**The metal 1 layer**

Bar = 20 microns.
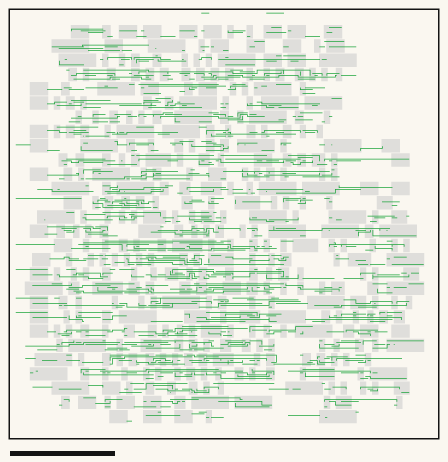
**The metal 2 layer**

Bar = 20 microns.
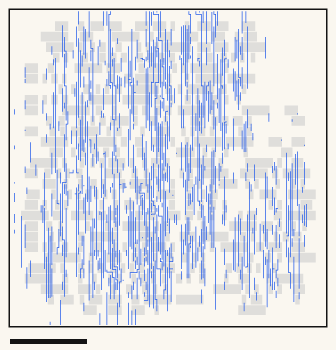
**M3 wires**

Bar = 20 microns.
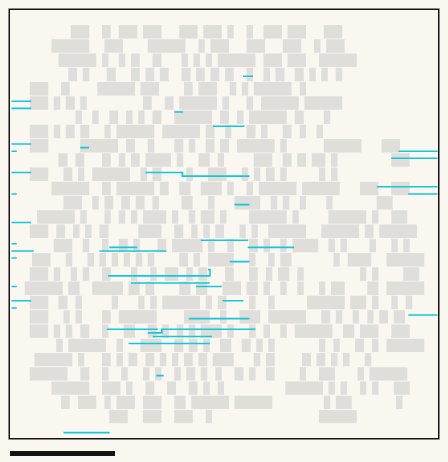
**Pin map**

Bar = 20 microns. Pins as bars across the die edge, other pins in gray.
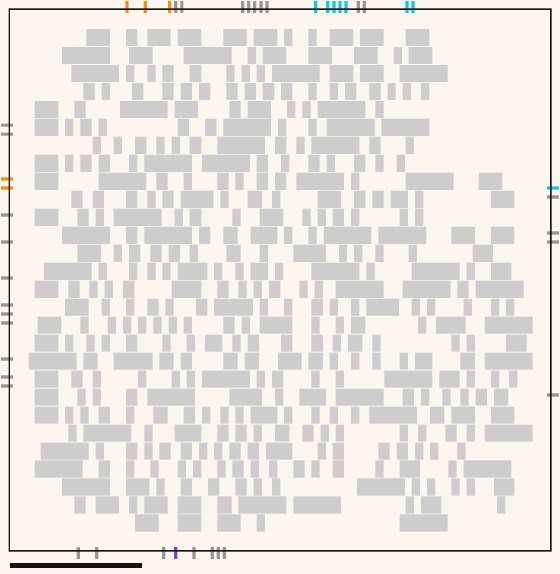
**Track usage over the die**

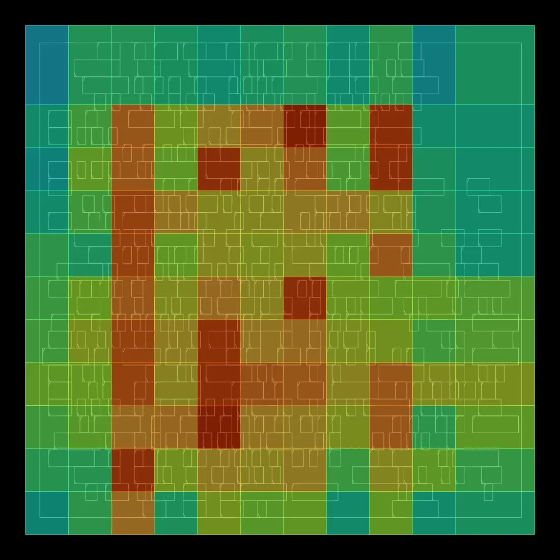
$ cat src/rtl/gpib_cic_sequencer.sv
// GPIB controller-in-charge sequencer: IFC pulse, UNL/MLA/MTA command phase under ATN,
// then a talker data phase with EOI on the final byte, all with the source handshake.
module gpib_cic_sequencer #(
  parameter int unsigned DATA_WIDTH = 8,
  parameter int unsigned ADDR_WIDTH = 5,
  parameter int unsigned IFC_CYCLES = 100,
  parameter int unsigned HS_TIMEOUT = 1024
) (
  input  logic                  clk,
  input  logic                  rst,
  input  logic                  start_ifc,
  input  logic                  xfer_valid,
  output logic                  xfer_ready,
  input  logic [ADDR_WIDTH-1:0] xfer_talk_addr,
  input  logic [ADDR_WIDTH-1:0] xfer_listen_addr,
  input  logic [DATA_WIDTH-1:0] tx_data,
  input  logic                  tx_valid,
  input  logic                  tx_last,
  output logic                  tx_ready,
  input  logic                  nrfd_in,
  input  logic                  ndac_in,
  output logic [DATA_WIDTH-1:0] dio_out,
  output logic                  dio_oe,
  output logic                  atn_out,
  output logic                  ifc_out,
  output logic                  eoi_out,
  output logic                  dav_out,
  output logic                  busy,
  output logic                  done,
  output logic                  timeout_err,
  output logic                  addr_err
);

  localparam int unsigned CntMax = (IFC_CYCLES > HS_TIMEOUT) ? IFC_CYCLES : HS_TIMEOUT;
  localparam int unsigned CntW   = $clog2(CntMax + 1);
  localparam logic [ADDR_WIDTH-1:0] AddrRsvd = '1;

  typedef enum logic [2:0] {StIdle, StIfc, StCmd, StAtnRel, StData} state_e;
  typedef enum logic [1:0] {HsWaitRfd, HsDavOn, HsWaitDac} hs_e;

  state_e                state_q, state_d;
  hs_e                   hs_q, hs_d;
  logic [CntW-1:0]       cnt_q, cnt_d;
  logic [1:0]            idx_q, idx_d;
  logic                  loaded_q, loaded_d;
  logic                  last_q, last_d;
  logic [ADDR_WIDTH-1:0] talk_q, talk_d, listen_q, listen_d;
  logic [DATA_WIDTH-1:0] dio_q, dio_d;
  logic                  oe_q, oe_d, atn_q, atn_d, ifc_q, ifc_d, eoi_q, eoi_d, dav_q, dav_d;
  logic                  done_q, done_d, tmo_q, tmo_d, aerr_q, aerr_d;
  logic                  take_tx, counting, tmo_hit;

  always_ff @(posedge clk) begin
    if (rst) begin
      state_q  <= StIdle;
      hs_q     <= HsWaitRfd;
      cnt_q    <= '0;
      idx_q    <= '0;
      loaded_q <= 1'b0;
      last_q   <= 1'b0;
      talk_q   <= '0;
      listen_q <= '0;
      dio_q    <= '0;
      oe_q     <= 1'b0;
      atn_q    <= 1'b0;
      ifc_q    <= 1'b0;
      eoi_q    <= 1'b0;
      dav_q    <= 1'b0;
      done_q   <= 1'b0;
      tmo_q    <= 1'b0;
      aerr_q   <= 1'b0;
    end else begin
      state_q  <= state_d;
      hs_q     <= hs_d;
      cnt_q    <= cnt_d;
      idx_q    <= idx_d;
      loaded_q <= loaded_d;
      last_q   <= last_d;
      talk_q   <= talk_d;
      listen_q <= listen_d;
      dio_q    <= dio_d;
      oe_q     <= oe_d;
      atn_q    <= atn_d;
      ifc_q    <= ifc_d;
      eoi_q    <= eoi_d;
      dav_q    <= dav_d;
      done_q   <= done_d;
      tmo_q    <= tmo_d;
      aerr_q   <= aerr_d;
    end
  end

  // Waiting for tx_valid (DATA with no byte loaded) is exempt from the handshake timeout.
  assign counting = ((state_q == StCmd) || ((state_q == StData) && loaded_q)) &&
                    ((hs_q == HsWaitRfd) || (hs_q == HsWaitDac));
  assign tmo_hit  = counting && (cnt_q == CntW'(HS_TIMEOUT - 1));
  assign take_tx  = (state_q == StData) && (hs_q == HsWaitRfd) && !loaded_q && tx_valid;

  always_comb begin
    state_d  = state_q;
    hs_d     = hs_q;
    cnt_d    = '0;
    idx_d    = idx_q;
    loaded_d = loaded_q;
    last_d   = last_q;
    talk_d   = talk_q;
    listen_d = listen_q;
    dio_d    = dio_q;
    oe_d     = oe_q;
    atn_d    = atn_q;
    ifc_d    = ifc_q;
    eoi_d    = eoi_q;
    dav_d    = dav_q;
    done_d   = 1'b0;
    tmo_d    = 1'b0;
    aerr_d   = 1'b0;

    case (state_q)
      StIdle: begin
        if (start_ifc) begin
          state_d = StIfc;
          ifc_d   = 1'b1;
          atn_d   = 1'b0;
        end else if (xfer_valid) begin
          if ((xfer_talk_addr == AddrRsvd) || (xfer_listen_addr == AddrRsvd)) begin
            aerr_d = 1'b1;
          end else begin
            state_d  = StCmd;
            hs_d     = HsWaitRfd;
            idx_d    = 2'd0;
            talk_d   = xfer_talk_addr;
            listen_d = xfer_listen_addr;
            atn_d    = 1'b1;
            oe_d     = 1'b1;
            dio_d    = DATA_WIDTH'(8'h3F);
          end
        end
      end

      StIfc: begin
        if (cnt_q == CntW'(IFC_CYCLES - 1)) begin
          state_d = StIdle;
          ifc_d   = 1'b0;
        end else begin
          cnt_d = cnt_q + CntW'(1);
        end
      end

      StCmd, StData: begin
        case (hs_q)
          HsWaitRfd: begin
            if ((state_q == StData) && !loaded_q) begin
              if (tx_valid) begin
                loaded_d = 1'b1;
                dio_d    = tx_data;
                oe_d     = 1'b1;
                eoi_d    = tx_last;
                last_d   = tx_last;
              end
            end else if (!nrfd_in) begin
              hs_d  = HsDavOn;
              dav_d = 1'b1;
            end else if (tmo_hit) begin
              state_d = StIdle;
              tmo_d   = 1'b1;
            end else begin
              cnt_d = cnt_q + CntW'(1);
            end
          end

          // Settling cycle with DAV asserted; NDAC is only looked at from the next cycle.
          HsDavOn: hs_d = HsWaitDac;

          HsWaitDac: begin
            if (!ndac_in) begin
              dav_d = 1'b0;
              hs_d  = HsWaitRfd;
              if (state_q == StCmd) begin
                if (idx_q == 2'd2) begin
                  state_d = StAtnRel;
                  atn_d   = 1'b0;
                  oe_d    = 1'b0;
                end else begin
                  idx_d = idx_q + 2'd1;
                  dio_d = (idx_q == 2'd0) ? (DATA_WIDTH'(8'h20) | DATA_WIDTH'(listen_q))
                                          : (DATA_WIDTH'(8'h40) | DATA_WIDTH'(talk_q));
                end
              end else begin
                loaded_d = 1'b0;
                oe_d     = 1'b0;
                eoi_d    = 1'b0;
                if (last_q) begin
                  state_d = StIdle;
                  done_d  = 1'b1;
                end
              end
            end else if (tmo_hit) begin
              state_d = StIdle;
              tmo_d   = 1'b1;
            end else begin
              cnt_d = cnt_q + CntW'(1);
            end
          end

          default: hs_d = HsWaitRfd;
        endcase
      end

      StAtnRel: begin
        state_d  = StData;
        hs_d     = HsWaitRfd;
        loaded_d = 1'b0;
      end

      default: state_d = StIdle;
    endcase

    // Abort drops every bus line in the same cycle the error pulse is raised.
    if (tmo_d) begin
      hs_d     = HsWaitRfd;
      loaded_d = 1'b0;
      dav_d    = 1'b0;
      atn_d    = 1'b0;
      eoi_d    = 1'b0;
      oe_d     = 1'b0;
    end
  end

  assign xfer_ready  = (state_q == StIdle) && !start_ifc && !rst;
  assign tx_ready    = take_tx && !rst;
  assign busy        = (state_q != StIdle);
  assign dio_out     = dio_q;
  assign dio_oe      = oe_q;
  assign atn_out     = atn_q;
  assign ifc_out     = ifc_q;
  assign eoi_out     = eoi_q;
  assign dav_out     = dav_q;
  assign done        = done_q;
  assign timeout_err = tmo_q;
  assign addr_err    = aerr_q;

endmodule
$ cat config.mk
export PLATFORM = sky130hd
export DESIGN_NAME = gpib_cic_sequencer
export DESIGN_NICKNAME = d
export VERILOG_FILES = /design/src/rtl/gpib_cic_sequencer.sv
export SDC_FILE = /design/constraint.sdc
export NUM_CORES = 1
export LEC_CHECK = 0
export ABC_AREA = 1
export CELL_PAD_IN_SITES_DETAIL_PLACEMENT = 1
export CELL_PAD_IN_SITES_GLOBAL_PLACEMENT = 1
export CORE_MARGIN = 2
export CORE_UTILIZATION = 40
export CTS_CLUSTER_SIZE = 10
export DETAILED_ROUTE_END_ITERATION = 8
export PLACE_DENSITY = 0.92
export RECOVER_POWER = 100
export REMOVE_ABC_BUFFERS = 1
export SYNTH_ARGS = -nofsm -noshare
export SYNTH_HDL_FRONTEND = slang
export SYNTH_SLANG_ARGS = --single-unit
export TNS_END_PERCENT = 20
$ cat constraint.sdc
create_clock -name clk -period 4.1 [get_ports clk]
set_clock_uncertainty 0.1 [all_clocks]
set_input_delay 1.025 -clock clk [delete_from_list [all_inputs] [get_ports clk]]
set_output_delay 1.025 -clock clk [all_outputs]
set_load 0.005 [all_outputs]
==> changes_impl.md <==
## Implementation

* Status: finished, final reports clean
* FP Core Util at 41.0%
* Post-DP HPWL at 5.00 mm
* CP startpoint: start_ifc
* Xor/xnor share at 2.54%
* Hold EP: listen_q[0]
* Sequential Power Share at 37.0%
* Synth Flop Type: dfxtp_1
* AND-OR/OR-AND share of the synthesized area at 14.8%
* CP max stage delay at 0.50 ns
* Core Box Area at 5890 sq um
* Routed WL per cell at 14.5 microns
* Yosys top cell by instances: nand2_1
* First-pass GRT wire length at 11.2 mm
* Worst Reg-to-Reg Cells at 9
* Setup crit end kind: output pin
* GRT Overall Usage at 21.5%
* Tapcells at 75
* DP Cell Count at 462
* Top cell excl fill/tap: nand2_1
* Non-clock buffer count at 45
* Share of cells above drive strength 1 at 6.60%
* R2R Path End: dio_out[4]
* Worst skew pair latency at 0.30 ns
* Root Buffer: clkbuf_8
* Buffer share of cell area at 15.1%
* Post-synthesis sequential area ratio at 38.2%
* Min-delay worst type: reg -> reg
* Placer Congestion at 0.886
* Flop share of the area at 31.3%
* Critical setup path kind: in -> out
* Multiplexer area fraction after synthesis at 0%
* Clock buffers at 5
* Critical path startpoint category: input pin
* DRC violation count after routing at 0
* Antenna Cells at 0
* Simple share at 34.3%
* Finished Cell Area at 2950 sq um
* Drt via density at 5.17
* Cell row count at 28
* Final Non-Filler Cells at 469
* Worst-path fanout max at 4
* Post-synth top area cell: dfxtp_1
* # Cells Yosys at 351
* Max-slew violations at 0
* Synthesized area at 2410 sq um
* P_int at 0.916 mW
* FFs & Latches at 46
* Rel. slew slack at 45.3%
* CTS Buf Count at 5
* Nets at 423
* Clock power share at 16.6%
* Comb area share at 42.6%
* Logic Gate Count at 256
* Cycle use final at 90.3%
* CTS tree: yes
* CTS Hold Buffers Added at 0
* Fillers at 787
* Final WS setup at 0.398 ns
* Setup TNS at 0 ns
* Post-synthesis register bit count at 46
* ClkCell Share at 2.68%
* Final hold slack at 0.347 ns
* Drt initial violations at 93
* Critical path, cell by cell: clkdlybuf4s50_1 -> nor2_1 -> inv_1 -> nor2_1 -> clkdlybuf4s50_1
* Comb pwr share at 46.4%
* Ys async rst share at 0%
* R2R setup slack at 1.39 ns
* Lkg Pwr at 1.25 nW
-- 'the metal 1 layer' (at the start) --
nets with wire on the layer: 396
wire length on this layer: 3100 microns
GR Util met1: 27.4%
WL final: 6.81 mm

-- 'the metal 2 layer' (at the start) --
share of all routed wire: 50%
main direction: vertical
longest straight run: 34.7 microns
wire length on this layer: 3370 microns
nets with wire on the layer: 364
routing usage on met2: 37.9%
DR vias: 2426

-- 'M3 wires' (at the start) --
wire length on this layer: 259 microns
main direction: horizontal

-- 'pin map' (at the start) --
legend:
  `done`:
    color: purple
    pins: 1
    direction: output
    edge: bottom
  `dio_out`:
    color: cyan
    pins: 8
    direction: output
    edge: 7 top, 1 right
  `xfer_listen_addr`:
    color: orange
    pins: 5
    direction: input
    edge: 3 top, 2 left
Buffers on Ports: 44
Die Span Y: 81.7 microns
Die X: 81.7 microns

-- 'track usage over the die' (at the start) --
met3 global-route usage: 3.74%
post-layout util: 50.1%

per-layer routing:
metal	global-route usage, %	vias to the layer above	part of all wire, %
met5	0	-	0
met4	5.33	0	1.1
met3	3.74	11	3.8
met2	37.9	53	49
met1	27.4	1145	46
li1	-	1217	-
state kept, by name, summed over array words and instances (netlist names), 2 cells and up:
register	count
cnt_q	11
talk_q	5
dio_out	8
state_q	3
idx_q	2
listen_q	5
hs_q	2
power by group through the flow:
| stage | clock, mW | combinational (mW) | sequential (mW) |
|---|---|---|---|
| 2_1_floorplan | 0 | 0.509 | 0.592 |
| 4_1_cts | 0.273 | 0.793 | 0.595 |
| 3_3_place_gp | 0 | 0.750 | 0.601 |
| 3_5_place_dp | 0 | 0.782 | 0.603 |
| 6_report | 0.265 | 0.743 | 0.592 |
| 5_1_grt | 0.292 | 0.835 | 0.604 |
No activity file was given, so power comes from the tool's default toggle rates.
